$ cat src/rtl/pc_gen.sv
// pc_gen: registered fetch-address generator with prioritised next-PC sources.
// Optional return-address stack enabled by defining PC_RAS_EN.
module pc_gen #(
  parameter int XLEN = 64,
  parameter logic [XLEN-1:0] RESET_VECTOR = '0,
  parameter int INSTR_BYTES = 4,
  parameter int RAS_DEPTH = 4
) (
  input  logic            clk,
  input  logic            reset,
  input  logic            stall,
  input  logic            trap_valid,
  input  logic [XLEN-1:0] trap_vector,
  input  logic            redirect_valid,
  input  logic [XLEN-1:0] redirect_target,
  input  logic            call_push,
  input  logic            ret_pop,
  output logic [XLEN-1:0] pc_out,
  output logic            pc_valid,
  output logic [XLEN-1:0] pc_next,
  output logic            misaligned,
  output logic            ras_empty
);

  localparam logic [XLEN-1:0] INC = XLEN'(INSTR_BYTES);
  localparam logic [XLEN-1:0] LOW = XLEN'(INSTR_BYTES - 1);
  localparam int PW = $clog2(RAS_DEPTH);

  logic [XLEN-1:0] pc_q;
  logic            valid_q;
  logic            mis_q;
  logic            mis_d;
  logic [XLEN-1:0] pc_seq;
  logic            ras_hit;
  logic [XLEN-1:0] ras_top;

  assign pc_seq = pc_q + INC;

`ifdef PC_RAS_EN
  localparam int CW = PW + 1;
  localparam logic [CW-1:0] FULL = CW'(RAS_DEPTH);

  logic [XLEN-1:0] ras_q [RAS_DEPTH];
  logic [PW-1:0]   top_q;
  logic [PW-1:0]   top_d;
  logic [CW-1:0]   cnt_q;
  logic [CW-1:0]   cnt_d;
  logic [PW-1:0]   wr_idx;
  logic            wr_en;
  logic            go;
  logic            do_push;
  logic            do_pop;

  assign go      = !reset && !trap_valid
                && !redirect_valid && !stall;
  assign do_push = go && call_push;
  assign do_pop  = go && ret_pop && (cnt_q != '0);
  assign ras_hit = do_pop;
  assign ras_top = ras_q[top_q];
  assign ras_empty = (cnt_q == '0);

  // Stack pointer/count update; push+pop replaces the top in place.
  always_comb begin
    top_d  = top_q;
    cnt_d  = cnt_q;
    wr_en  = 1'b0;
    wr_idx = top_q;
    if (do_push && do_pop) begin
      wr_en = 1'b1;
    end else if (do_push) begin
      wr_idx = top_q + 1'b1;
      top_d  = wr_idx;
      wr_en  = 1'b1;
      cnt_d  = (cnt_q == FULL) ? cnt_q
                               : cnt_q + 1'b1;
    end else if (do_pop) begin
      top_d = top_q - 1'b1;
      cnt_d = cnt_q - 1'b1;
    end
  end

  // Stack storage; circular, so a full push overwrites the oldest.
  always_ff @(posedge clk) begin
    if (wr_en) begin
      ras_q[wr_idx] <= pc_seq;
    end
  end

  // Stack pointer and occupancy registers.
  always_ff @(posedge clk) begin
    if (reset) begin
      top_q <= '0;
      cnt_q <= '0;
    end else begin
      top_q <= top_d;
      cnt_q <= cnt_d;
    end
  end
`else
  logic unused_ras;

  assign unused_ras = call_push ^ ret_pop
                    ^ (PW == 0);
  assign ras_hit   = 1'b0;
  assign ras_top   = '0;
  assign ras_empty = 1'b1;
`endif

  // Next-PC selection in priority order.
  always_comb begin
    pc_next = pc_seq;
    mis_d   = 1'b0;
    if (reset) begin
      pc_next = RESET_VECTOR;
    end else if (trap_valid) begin
      pc_next = trap_vector & ~LOW;
      mis_d   = |(trap_vector & LOW);
    end else if (redirect_valid) begin
      pc_next = redirect_target & ~LOW;
      mis_d   = |(redirect_target & LOW);
    end else if (ras_hit) begin
      pc_next = ras_top;
    end else if (stall) begin
      pc_next = pc_q;
    end
  end

  // Fetch address, valid and misalignment flag registers.
  always_ff @(posedge clk) begin
    if (reset) begin
      pc_q    <= RESET_VECTOR;
      valid_q <= 1'b0;
      mis_q   <= 1'b0;
    end else begin
      pc_q    <= pc_next;
      valid_q <= 1'b1;
      mis_q   <= mis_d;
    end
  end

  assign pc_out     = pc_q;
  assign pc_valid   = valid_q;
  assign misaligned = mis_q;

endmodule

$ cat config.mk
export PLATFORM = sky130hd
export DESIGN_NAME = pc_gen
export DESIGN_NICKNAME = d
export VERILOG_FILES = /design/src/rtl/pc_gen.sv
export SDC_FILE = /design/constraint.sdc
export NUM_CORES = 1
export LEC_CHECK = 0
export CAP_MARGIN = 40
export CORE_MARGIN = 3
export CORE_UTILIZATION = 39
export DETAILED_ROUTE_END_ITERATION = 8
export GPL_ROUTABILITY_DRIVEN = 1
export GPL_TIMING_DRIVEN = 0
export PLACE_DENSITY = 0.95
export SYNTH_ARGS = -nofsm -noshare
export SYNTH_HDL_FRONTEND = slang
export SYNTH_SLANG_ARGS = --single-unit
$ cat constraint.sdc
create_clock -name clk -period 6.5 [get_ports clk]
set_input_delay 1.625 -clock clk [delete_from_list [all_inputs] [get_ports clk]]
set_output_delay 1.625 -clock clk [all_outputs]
set_load 0.005 [all_outputs]
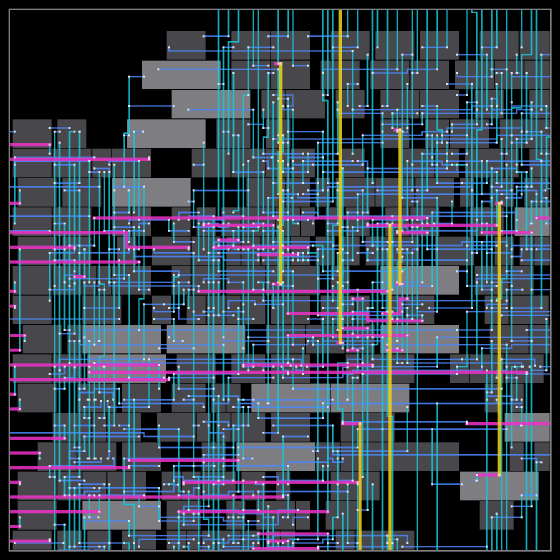
*A small window of the routed layout, run 1*
Window x 3 to 53, y 58 to 108 um. Cells in gray, sequential cells in the stronger gray; small squares are vias.
color	layer
yellow	M4
magenta	M3
cyan	M2
blue	M1
netlist names of flops here include	`pc_out` (15)
cells with their middle in the window	203
most frequent	clkdlybuf4s50_1 (63), o22ai_1 (18), dfxtp_1 (15)
sequential cells in the window	15

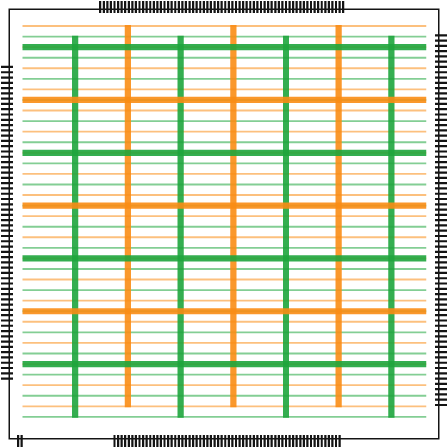
*Supply network, run 1*
Pins as bars on the die edge.
color	net
orange	VDD
green	VSS
met5 straps	7
signal pins	266
met1 rails	38
rows	37
Die Height: 110.2 um
core area: 0.01046 sq mm

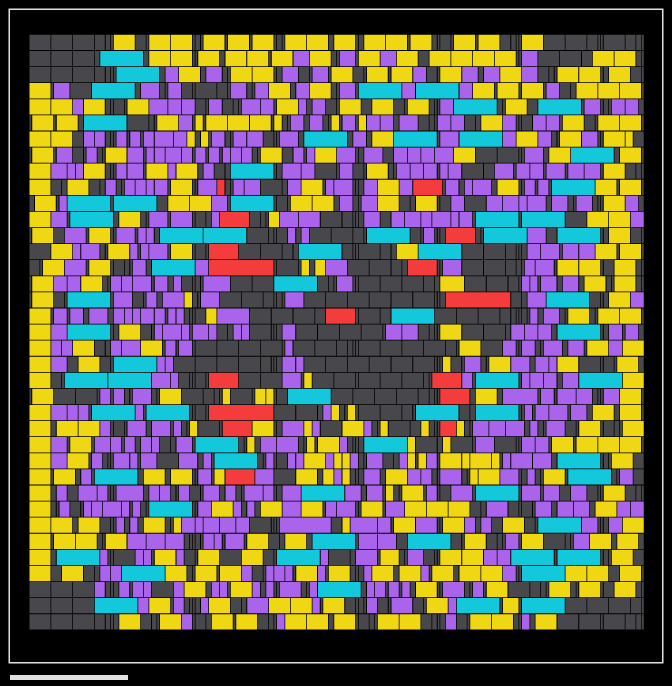
*Placement by cell class, run 1*
Scale bar: 20 um. Fill, decap, tap and diode cells in gray.
color	class	cells	share of their area
cyan	registers	66	19%
purple	remaining logic cells	433	39%
red	clock drivers and dummy loads	16	3.5%
yellow	remaining buffers and delay cells	304	39%
Row Count: 37
Final Instance Area: 0.007295 sq mm
Seq area share: 18.11%
fin util: 69.72%

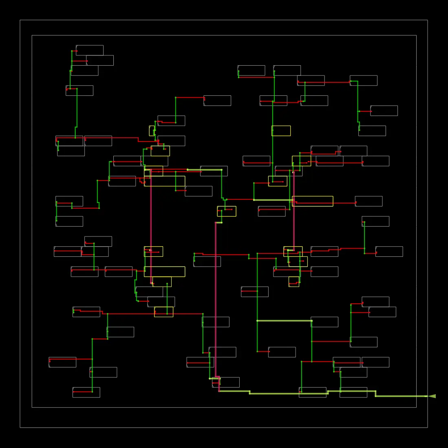
*Clock wiring as the flow saved it, run 1*
flop count: 66
Clock Skew: 15.15 ps

==> qor.csv, run 1 <==
metric,value,unit
cp.arrival,4740,ps
r2r_cells,9,
largest_class,buffers,
areaGrowthSynthToFinish,72.23,%
wl_met1,7451,um
gr-usage-met1,36.20,%
worst-r2r-setup-slack,3500,ps
fin_cells,955,
dpl.cell_count,939,
endpoint_kind,primary output,
buffer_area_share,38.27,%
ys.flops,66,
antenna_found_initial,0,
cts_buffers,9,
hold_viol_final,0,
clkPwrFrac,34.9,%
overflow,0,
via_count,5580,
root_buffer,clkbuf_8,
edf_count,0,
pwr_density_cell,174.8,mW/mm^2
worst_pin_slew,897.0,ps
remaining_drc_errors,0,
hold_end,pc_out[1]$_SDFF_PP0_,
grt_first_pass_wirelength,28670,um
logic_area,0.002718,sq mm
p_sw,351.4,uW
use_met3,7.863,%
ys_seq_share,31.20,%
postPlaceCellArea,0.007023,sq mm
num-nonclk-buffers,304,
crit_required,4880,ps
worstSkewPairLatency,340,ps
crit_top_cell,or4_1,
vias_per_cell,5.843,
wl_met3,1841,um
timing.critical_path.buf_inv,4,
setup.worst_path.end,pc_next[62],
status,finished clean,
logic_gates,423,
lay_top_count,clkdlybuf4s50_1,
clkTransAtPathRegs,90,ps
crit_type,primary input to primary output,
cts_sinks,66,
tap_cells,136,
tool_warnings,28,
holdPathStages,1,
n_fill_cell,863,
final.setup.worst_slack,135.6,ps
path_depth,10,
placement.io_buffers,261,
clock_path_buffers,2,
tns,0,ps
min_from,pc_out[1]$_SDFF_PP0_,
drtAntennaViolNets,0,
cts_setup_buffers,0,
flop_area,0.001321,sq mm
largest_area_cell,dfxtp_1,
cts_resized,4,
r2r_start,pc_out[2]$_SDFF_PP0_,
grt_use_met2,54.72,%
num_io_pins,266,
vdd_drop_max,0.0001339,V
ys_types,51,
cap_violations,0,
slew_headroom,39.98,%
met2_length,9548,um
whs,523.0,ps
path_max_fanout,6,
yosysCellCount,541,
critPathLaunch,stall,
timing.rr.end,pc_out[36]$_SDFF_PP0_,
first_pass_iters,5,
hp-class,flop to flop,
die_x,110.2,um
combPwrFrac,28.0,%
final_cell_mix,"clkdlybuf4s50_1 (260), dfxtp_1 (66), o22ai_1 (50), nor2_1 (43), nand2_1 (41)",
flop_cell,dfxtp_1,
yosysMostFrequentCell,dfxtp_1,
fp-utilization,40.48,%
sh_comb_area,37.26,%
clkbuf_count,12,
clk_share,3.465,%
p_sw_share,27.55,%
finalPower,1.275,mW
top_layer_used,met4,
gp_congestion,0.8793,
[run 1: cell families (layout without fill, tap and decap cells)]
group	count (synthesis)	in the layout	share of synthesized area [%]
other	1	1	0.08854
multiplexers	6	6	1.418
XOR/XNOR	55	55	11.37
flip-flops	66	66	31.20
AND/OR/NAND/NOR	178	178	22.57
AND-OR/OR-AND	182	182	28.15
adder cells (fa/ha/maj)	1	1	0.2954
buffers and inverters	52	330	4.904
[run 1: sequential cells by signal, summed over array words and instances, names as in the netlist]
register	count
misaligned	1
pc_out	64
pc_valid	1
[run 1: power groups by stage]
stage                     Sequential, mW  Clock [mW]  Combinational, mW
after floorplan                    0.475           0              0.121
after global placement             0.479           0              0.349
after detailed placement           0.480           0              0.354
after CTS                          0.471       0.446              0.356
after global routing               0.478       0.464              0.383
final                              0.473       0.445              0.357
--- run 2 (diff from run 1) ---
Settings changed: CELL_PAD_IN_SITES_DETAIL_PLACEMENT set to 1, CELL_PAD_IN_SITES_GLOBAL_PLACEMENT set to 1, CORE_UTILIZATION 39 to 27.
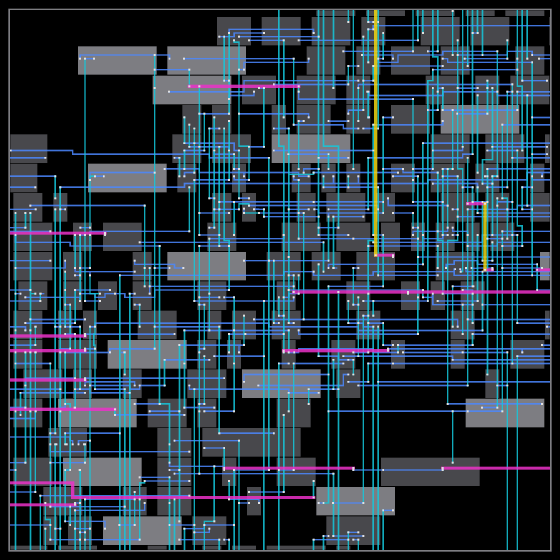
*A small window of the routed layout, run 2*
Window x 8 to 58, y 73 to 123 um. Cells in gray, sequential cells in the stronger gray; small squares are vias.

==> run 2 against run 1 <==
Compared with the run above:
- sequential power is essentially flat
- design area grew 1.8%
- clock power grew 2%
- critical path depth is the same
- worst setup slack gained 40 ps
- largest cell class unchanged
- total power grew 1.7%
- routed wire length grew 18%
- via count grew 0.95%
- largest power group unchanged
- die area grew 42%
- global-route usage shrank 5.4 points
- clock skew shrank 9.5 ps
- sequential share of layout area shrank 0.32 points
==> qor.csv, run 2 <==
metric,value,unit,change
vdd_drop_max,0.0001160,V,-13%
ff_count,66,,unchanged
synth_nets,677,,
areaGrowthSynthToFinish,75.36,%,
flop_area,0.001321,sq mm,unchanged
min_period_over_period,97.30,%,
pre_cts_slack,-301.8,ps,
crit_type,primary input to primary output,,
top_layer_used,met4,,
htreeDepth,3,,
hold_viol_final,0,,unchanged
largest_reg_flops,64,,unchanged
dpl.cell_count,1016,,+8.2%
crit_required,4880,ps,about the same
grt_first_pass_wirelength,34640,um,+21%
track_usage,25.56,%,
crit_path_start_kind,primary input,,
tool_warnings,28,,unchanged
syn_avg_cell_area,7.829,sq um,
num-nonclk-buffers,305,,+0.33%
num_io_pins,266,,unchanged
gp_congestion,0.8663,,-1.5%
grt_pass1_vias,6035,,
postPlaceCellArea,0.007132,sq mm,+1.5%
fp-utilization,27.76,%,-13 points
syn_area,0.004235,sq mm,
p_sw,381.4,uW,+8.5%
worst-r2r-setup-slack,3560,ps,+60 ps
postCtsHoldBufs,0,,
die_x,131.2,um,+19%
power.group.top,sequential cells,,
gr-usage-met1,29.90,%,-6.3 points
drive_gt1_share,4.024,%,
intPower,916.0,uW,
vias_per_cell,5.464,,-6.5%
cts_buffers,9,,unchanged
cp_top_family,simple AND/OR/NAND/NOR gates,,
clk_share,3.571,%,+0.11 points
cts_setup_buffers,0,,unchanged
final.setup.worst_slack,175.3,ps,+39.77 ps
cts_resized,6,,+2
slowest_delay,550,ps,
clkTransAtPathRegs,60,ps,-30 ps
fmax,158.1,MHz,
clkPwrFrac,35.1,%,+0.2 points
status,finished clean,,
endpoint_kind,primary output,,
clock_path_buffers,2,,unchanged
combPwrFrac,28.3,%,+0.3 points
fin_util,48.68,%,-21 points
ys_seq_share,31.20,%,unchanged
n_fill_cell,1800,,+110%
placement.io_buffers,261,,unchanged
core_area,0.01526,sq mm,+46%
logic_area,0.002734,sq mm,+0.60%
ys_area,0.004235,sq mm,
pwr.group.clock,455,uW,+2%
root_buffer,clkbuf_16,,
path_max_fanout,6,,unchanged
remaining_drc_errors,0,,unchanged
clkbuf_count,13,,+1
largest_area_cell,dfxtp_1,,
maxSlewViolCount,0,,
cts_tree,done,,
sh_seq_area,17.79,%,-0.32 points
finalPower,1.297,mW,+1.7%
largest_class,buffers,,
ys.flops,66,,unchanged
final_cell_mix,"clkdlybuf4s50_1 (259), dfxtp_1 (66), o22ai_1 (50), nor2_1 (42), nand2_1 (41)",,
overflow,0,,unchanged
hold_end,pc_out[0]$_SDFF_PP0_,,
num_rows,45,,+22%
wl_met1,9424,um,+26%
timing.critical_path.buf_inv,4,,unchanged
drtAntennaViolNets,0,,unchanged
tap_cells,211,,+55%
worst_pin_slew,863.1,ps,-33.80 ps
worst_clock_skew,5.690,ps,-9.463 ps
dp_hpwl,18250,um,
antenna_found_initial,0,,unchanged
worstSkewPairLatency,340,ps,about the same
tns,0,ps,unchanged
hp-class,flop to flop,,
cts_sinks,66,,unchanged
powerComb,367,uW,+3%
via_count,5633,,+0.95%
fp.dieH,131.2,um,+19%
met2_length,11310,um,+18%
totalWireLength,22770,um,
crit_top_cell,or4_1,,
edf_count,0,,unchanged
whs,517.9,ps,-5.107 ps
crit_chain,"dlygate4sd2_1, nand4b_4, or4_1, buf_2, or4_1, buf_6, nor3_2, xnor2_1, a211oi_2, clkdlybuf4s50_1",,
synth-async-reset-ratio,0,%,
buffer_area_share,37.75,%,-0.51 points
use_met3,7.695,%,-0.17 points
ys_types,51,,unchanged
grt_use_met2,45.05,%,-9.7 points
logic_gates,423,,unchanged
lay_top_count,clkdlybuf4s50_1,,
yosysCellCount,541,,unchanged
inverters,10,,
cap_violations,0,,unchanged
cp.arrival,4700,ps,-40 ps
p_sw_share,29.40,%,+1.8 points
r2r_start,pc_out[12]$_SDFF_PP0_,,
slew_headroom,41.93,%,+1.9 points
yosysMostFrequentCell,dfxtp_1,,
timing.rr.end,pc_out[61]$_SDFF_PP0_,,
powerSeq,475,uW,about the same
min_from,pc_out[0]$_SDFF_PP0_,,
holdPathStages,1,,unchanged
r2r_cells,6,,-3
first_pass_iters,5,,unchanged
design_area,0.007427,sq mm,+1.8%
flop_cell,dfxtp_1,,
pwr_density_cell,174.7,mW/mm^2,about the same
wl_met3,1484,um,-19%
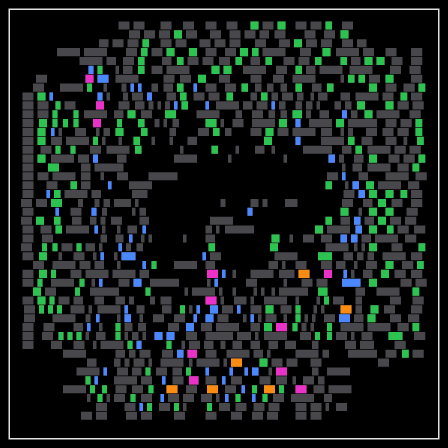
*Gate families picked out, run 2*
color	family	cells	most used
orange	mux cells	6	mux2i_1
green	aoi and oai cells	171	o22ai_1
magenta	non-inverting ao/oa cells	11	o21a_1
blue	nor cells	72	nor2_1
combinational share of cell area: 36.81%
Non-Filler Instances: 1031

-- run 2: cell counts after synthesis --
Identical to the previous run, type by type.
-- run 2: worst max path at each step --
stage | from | endpoint | cells after the start
after global placement | stall | pc_next[44] | 9
final | stall | pc_next[60] | 10
after global routing | stall | pc_next[60] | 10
after CTS | stall | pc_next[62] | 10
after detailed placement | stall | pc_next[43] | 9
after floorplan | stall | pc_next[62] | 8
-- run 2: cell families after synthesis --
group / Yosys count / share of synthesized area (%)
flip-flops: 66 / 31.20
adder cells (fa/ha/maj): 1 / 0.2954
AND-OR/OR-AND: 182 / 28.15
buffers and inverters: 52 / 4.904
XOR/XNOR: 55 / 11.37
AND/OR/NAND/NOR: 178 / 22.57
other: 1 / 0.08854
multiplexers: 6 / 1.418
Power and IR drop assume default switching activity.
